`src/rtl/fifo_pkg.sv`:
```
// Shared definitions for the virtual-channel FIFO arbiter slice.
package fifo_pkg;

    localparam int unsigned BUS_SIZE = 5;
    localparam int unsigned NUM_IN   = 4;
    localparam int unsigned IDX_W    = 2;

    typedef enum logic {
        RUN  = 1'b0,
        HOLD = 1'b1
    } arb_state_t;

endpackage

```
`src/rtl/rr_pick4.sv`:
```
// Four-way round-robin picker: first requester after last_grant, scanning cyclically.
module rr_pick4
    import fifo_pkg::*;
(
    input  logic [NUM_IN-1:0] req_i,
    input  logic [IDX_W-1:0]  last_grant_i,
    output logic              any_req_o,
    output logic [IDX_W-1:0]  idx_o
);

    logic [IDX_W-1:0] cand;

    // Walk from lowest to highest priority so the nearest requester after last_grant wins.
    always_comb begin
        any_req_o = |req_i;
        idx_o     = IDX_W'(last_grant_i + IDX_W'(1));
        cand      = '0;
        for (int k = NUM_IN; k >= 1; k--) begin
            cand = IDX_W'(last_grant_i + IDX_W'(k));
            if (req_i[cand]) begin
                idx_o = cand;
            end
        end
    end

endmodule

```
`src/rtl/rr_fifo_arbiter.sv`:
```
// Round-robin drain of four VC FIFOs into one downstream FIFO with pause/continua flow control.
module rr_fifo_arbiter #(
    parameter int unsigned BUS_SIZE = fifo_pkg::BUS_SIZE
) (
    input  logic                                 clk,
    input  logic                                 reset,
    input  logic [fifo_pkg::NUM_IN-1:0]          empty_in,
    input  logic [fifo_pkg::NUM_IN*BUS_SIZE-1:0] data_in,
    input  logic [fifo_pkg::NUM_IN-1:0]          valid_in,
    input  logic                                 pause,
    input  logic                                 continua,
    output logic [fifo_pkg::NUM_IN-1:0]          pop,
    output logic                                 push,
    output logic [BUS_SIZE-1:0]                  data_out,
    output logic                                 valid_out,
    output logic [fifo_pkg::IDX_W-1:0]           grant_id,
    output logic                                 idle
);

    import fifo_pkg::*;

    arb_state_t       state_q;
    logic [IDX_W-1:0] last_grant_q;
    logic [IDX_W-1:0] grant_id_q;
    logic             inflight_q;

    logic [NUM_IN-1:0] req;
    logic              any_req;
    logic [IDX_W-1:0]  pick_idx;
    logic              issue;

    assign req = ~empty_in;

    rr_pick4 u_pick (
        .req_i        (req),
        .last_grant_i (last_grant_q),
        .any_req_o    (any_req),
        .idx_o        (pick_idx)
    );

    // Pop is issued straight from registered state so the upstream read lands next cycle.
    always_comb begin
        pop   = '0;
        issue = reset & (state_q == RUN) & any_req;
        if (issue) begin
            pop[pick_idx] = 1'b1;
        end
    end

    // Grant pointer, push pipeline and RUN/HOLD hysteresis; pause dominates continua.
    always_ff @(posedge clk) begin
        if (!reset) begin
            state_q      <= RUN;
            last_grant_q <= IDX_W'(NUM_IN - 1);
            grant_id_q   <= '0;
            inflight_q   <= 1'b0;
        end else begin
            inflight_q <= issue;
            grant_id_q <= pick_idx;
            if (issue) begin
                last_grant_q <= pick_idx;
            end
            if (pause) begin
                state_q <= HOLD;
            end else if ((state_q == HOLD) && continua) begin
                state_q <= RUN;
            end
        end
    end

    // Forward the word returned by the granted FIFO; outputs are quiet when nothing is pushed.
    always_comb begin
        push      = inflight_q;
        grant_id  = grant_id_q;
        data_out  = '0;
        valid_out = 1'b0;
        if (inflight_q) begin
            data_out  = data_in[32'(grant_id_q) * BUS_SIZE +: BUS_SIZE];
            valid_out = valid_in[grant_id_q];
        end
        idle = (&empty_in) & ~inflight_q;
    end

endmodule

```
`config.mk`:
```
export PLATFORM = sky130hd
export DESIGN_NAME = rr_fifo_arbiter
export DESIGN_NICKNAME = d
export VERILOG_FILES = /design/src/rtl/fifo_pkg.sv /design/src/rtl/rr_pick4.sv /design/src/rtl/rr_fifo_arbiter.sv
export SDC_FILE = /design/constraint.sdc
export NUM_CORES = 1
export LEC_CHECK = 0
export CORE_AREA = 2 2 45 47
export CTS_CLUSTER_SIZE = 8
export DETAILED_ROUTE_END_ITERATION = 10
export DIE_AREA = 0 0 47 49
export PLACE_DENSITY_LB_ADDON = 0.1
export SLEW_MARGIN = 0
export SYNTH_ARGS = -nofsm -noshare
export SYNTH_HDL_FRONTEND = slang
export SYNTH_SLANG_ARGS = --single-unit
```
`constraint.sdc`:
```
create_clock -name clk -period 1.6 [get_ports clk]
set_input_delay 0.32 -clock clk [delete_from_list [all_inputs] [get_ports clk]]
set_output_delay 0.32 -clock clk [all_outputs]
set_load 0.02 [all_outputs]
```
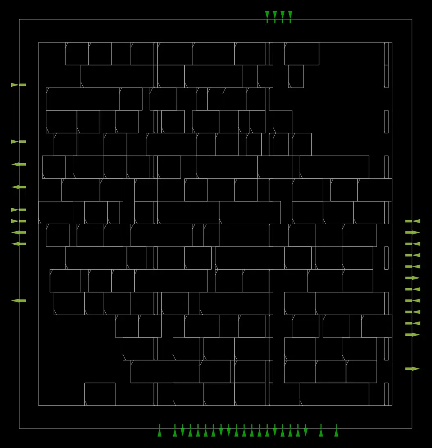
(placement view)
flip-flops: 6
n_taps: 27
Core Util, Final: 65.2%

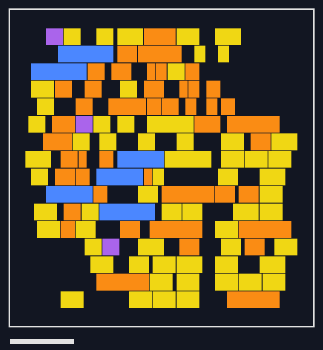
(placement by cell class)
The bar under the picture is 10 um long.
class	color	cells
flip-flops	blue	6
other buffers and delay cells	yellow	60
all other logic	orange	45
cells driving clock nets	purple	3
final instance area: 1200 um2
Seq area share: 10.9%
cell row count: 16

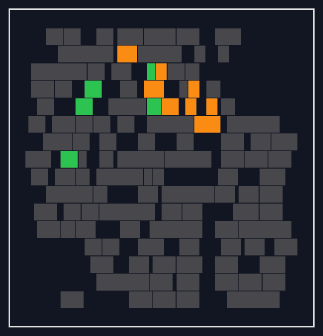
(selected gate families)
family	color	cells
NAND gates	green	5
inverting AOI/OAI gates	orange	8
logic share of the area: 36.6%
Top cell excl fill/tap: clkdlybuf4s50_1
Layout Cells excl Fill: 141

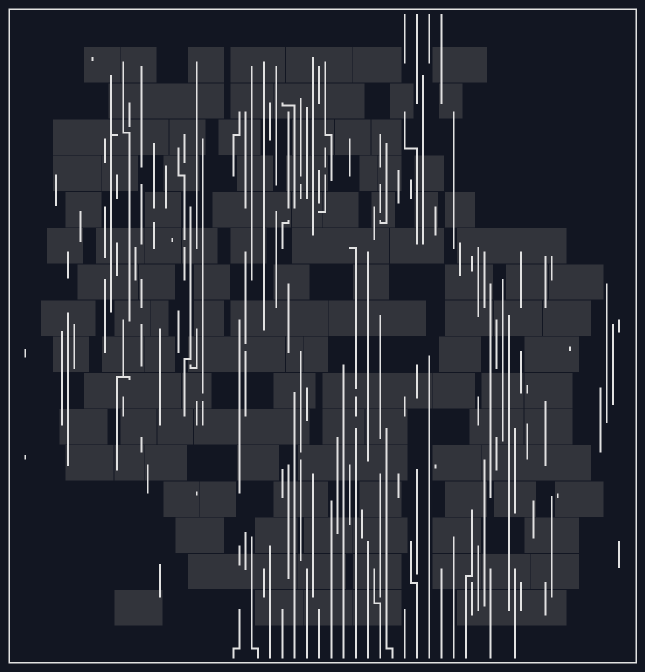
(metal 2)
main direction	vertical
longest straight run	22.6 um

==> impl_metrics.toml <==
# flow metrics
[routing]
wl_per_cell_um = 12.4
dr.pass1.iters = 3
finalWirelength_um = 1740
vias = 652
route.detailed.drc = 0
vias_per_cell = 4.62

[critical_path]
max_stage_delay_ns = 0.49
critPathLaunchType = "register"
cp_slowest_cell = "mux4_2"
critPathMaxFanout = 5
cp-end-kind = "output pin"
path_cells = "buf_12 -> mux4_2 -> and2_4 -> buf_6"
critPathArrivalTime_ns = 1.52

[global_route]
grt_pass1_vias = 643
antenna_found_initial = 0
grt_pass1_wl_um = 2920
grt.overflow.total = 0

[run]
warning_count = 29
cap_violations = 0

[die]
num_io_pins = 46
fp-utilization_pct = 28.1
die_h_um = 49
die-area_um2 = 2300
core_area_um2 = 1840

[timing]
hold_violations = 0
max_freq_mhz = 545
clock-skew-final_ns = 0.00193
fin_crit_ns = 1.84
setup_viol = 10
tns_ns = -1.99
setup_slack_ns = -0.236
rsz0062_at_grt = "true"
tightest_slew_ns = 0.253

[synthesis]
top_area_share_pct = 26.1
ys_area_um2 = 518
area_leaders = "mux4_2, dfxtp_1, and2_1"
yosys_warnings = 0
ff_type = "dfxtp_1"
synth_flops = 6
syn_area_um2 = 518
synth_cell_type_count = 24
synth.avg_cell_area_um2 = 9.96
synth_top_cell_by_count = "and2_1"

[clock_network]
clk_pin_slew_ns = 0.05
cts_inserted_buffers = 3
tritoncts_num_sinks = 6
cts-root-buf = "clkbuf_4"
cts_tree = "built"
clock_latency_ns = 0.25
clockBufferDepth = 2
h-tree-depth = 1

[power]
p_seq_uw = 198
cellLeakagePower_uw = 0.000512
seqPwrFrac_pct = 24.5
switching_share_pct = 32.0
powerClk_uw = 146
powerComb_uw = 464
internal_power_uw = 550
power.group.top = "combinational cells"

[worst_hold_path]
holdCritPathClass = "reg -> reg"
hold_path_depth = 2
worst_hold_path.endpoint = "state_q"
hp-start = "state_q"

[status]
violations = "negative setup slack"
status = "finished, violations left"

[placement]
routabilityCongestion = 0.640
port_buffers = 45
dpl.hpwl_um = 1320
pre_cts_slack_ns = -0.917

[finish]
num-nets-final = 148
layout_top_cells = "clkdlybuf4s50_1, buf_4, buf_6, dlygate4sd2_1"
syn2layout_area_growth_pct = 132
[kinds of logic (layout without fill, tap and decap cells)]
| kind of cell | count (synthesis) | in the layout | share of synthesized area, % |
|---|---|---|---|
| simple gates | 26 | 26 | 33.8 |
| compound gates | 11 | 11 | 13.0 |
| mux | 6 | 6 | 26.1 |
| flops | 6 | 6 | 23.2 |
| buf+inv | 2 | 64 | 2.17 |
| xor+xnor | 1 | 1 | 1.69 |
[per-layer routing]
metal | vias to the layer above | global-route usage, % | wire, um
li1 | 323 | - | -
met1 | 300 | 19.7 | 653
met2 | 24 | 29.9 | 932
met3 | 5 | 4.07 | 115
met4 | 0 | 8.33 | 40
met5 | - | 0 | 0
[how the worst max path moves through the flow]
stage / from / end / slack [ns]
2_1_floorplan: last_grant_q[0] / pop[0] / -0.0008
3_3_place_gp: empty_in[1] / pop[1] / -0.92
3_5_place_dp: empty_in[1] / pop[2] / -0.92
4_1_cts: grant_id[0] / data_out[4] / -0.24
5_1_grt: grant_id[0] / data_out[4] / -0.30
6_report: grant_id[0] / data_out[4] / -0.24
[timing repair]
| action | 4_1_cts | 5_1_grt |
|---|---|---|
| hold buffers | 0 | 0 |
| cloned | 0 | 0 |
| setup endpoints to repair | 14 | 11 |
| pin swaps | 9 | 7 |
| buffers inserted | 6 | 0 |
| gates resized | 97 | 9 |
[worst max-delay path, delay by kind of cell, from the launching register on]
kind | cells | cell delay, ns
buffers and inverters | 2 | 0.24
multiplexers | 1 | 0.49
flip-flops | 1 | 0.36
AND/OR/NAND/NOR | 1 | 0.17
[flip-flops by register name (all words and copies together) (netlist names)]
register      count
last_grant_q      2
grant_id          2
push              1
state_q           1
[layout make-up]
cell class,instances,area [um2]
inverter,1,3.75
multi-input combinational,44,439
clock buffer,3,22.5
timing repair buffer,60,571
fill,169,641
sequential,6,131
tap,27,33.8
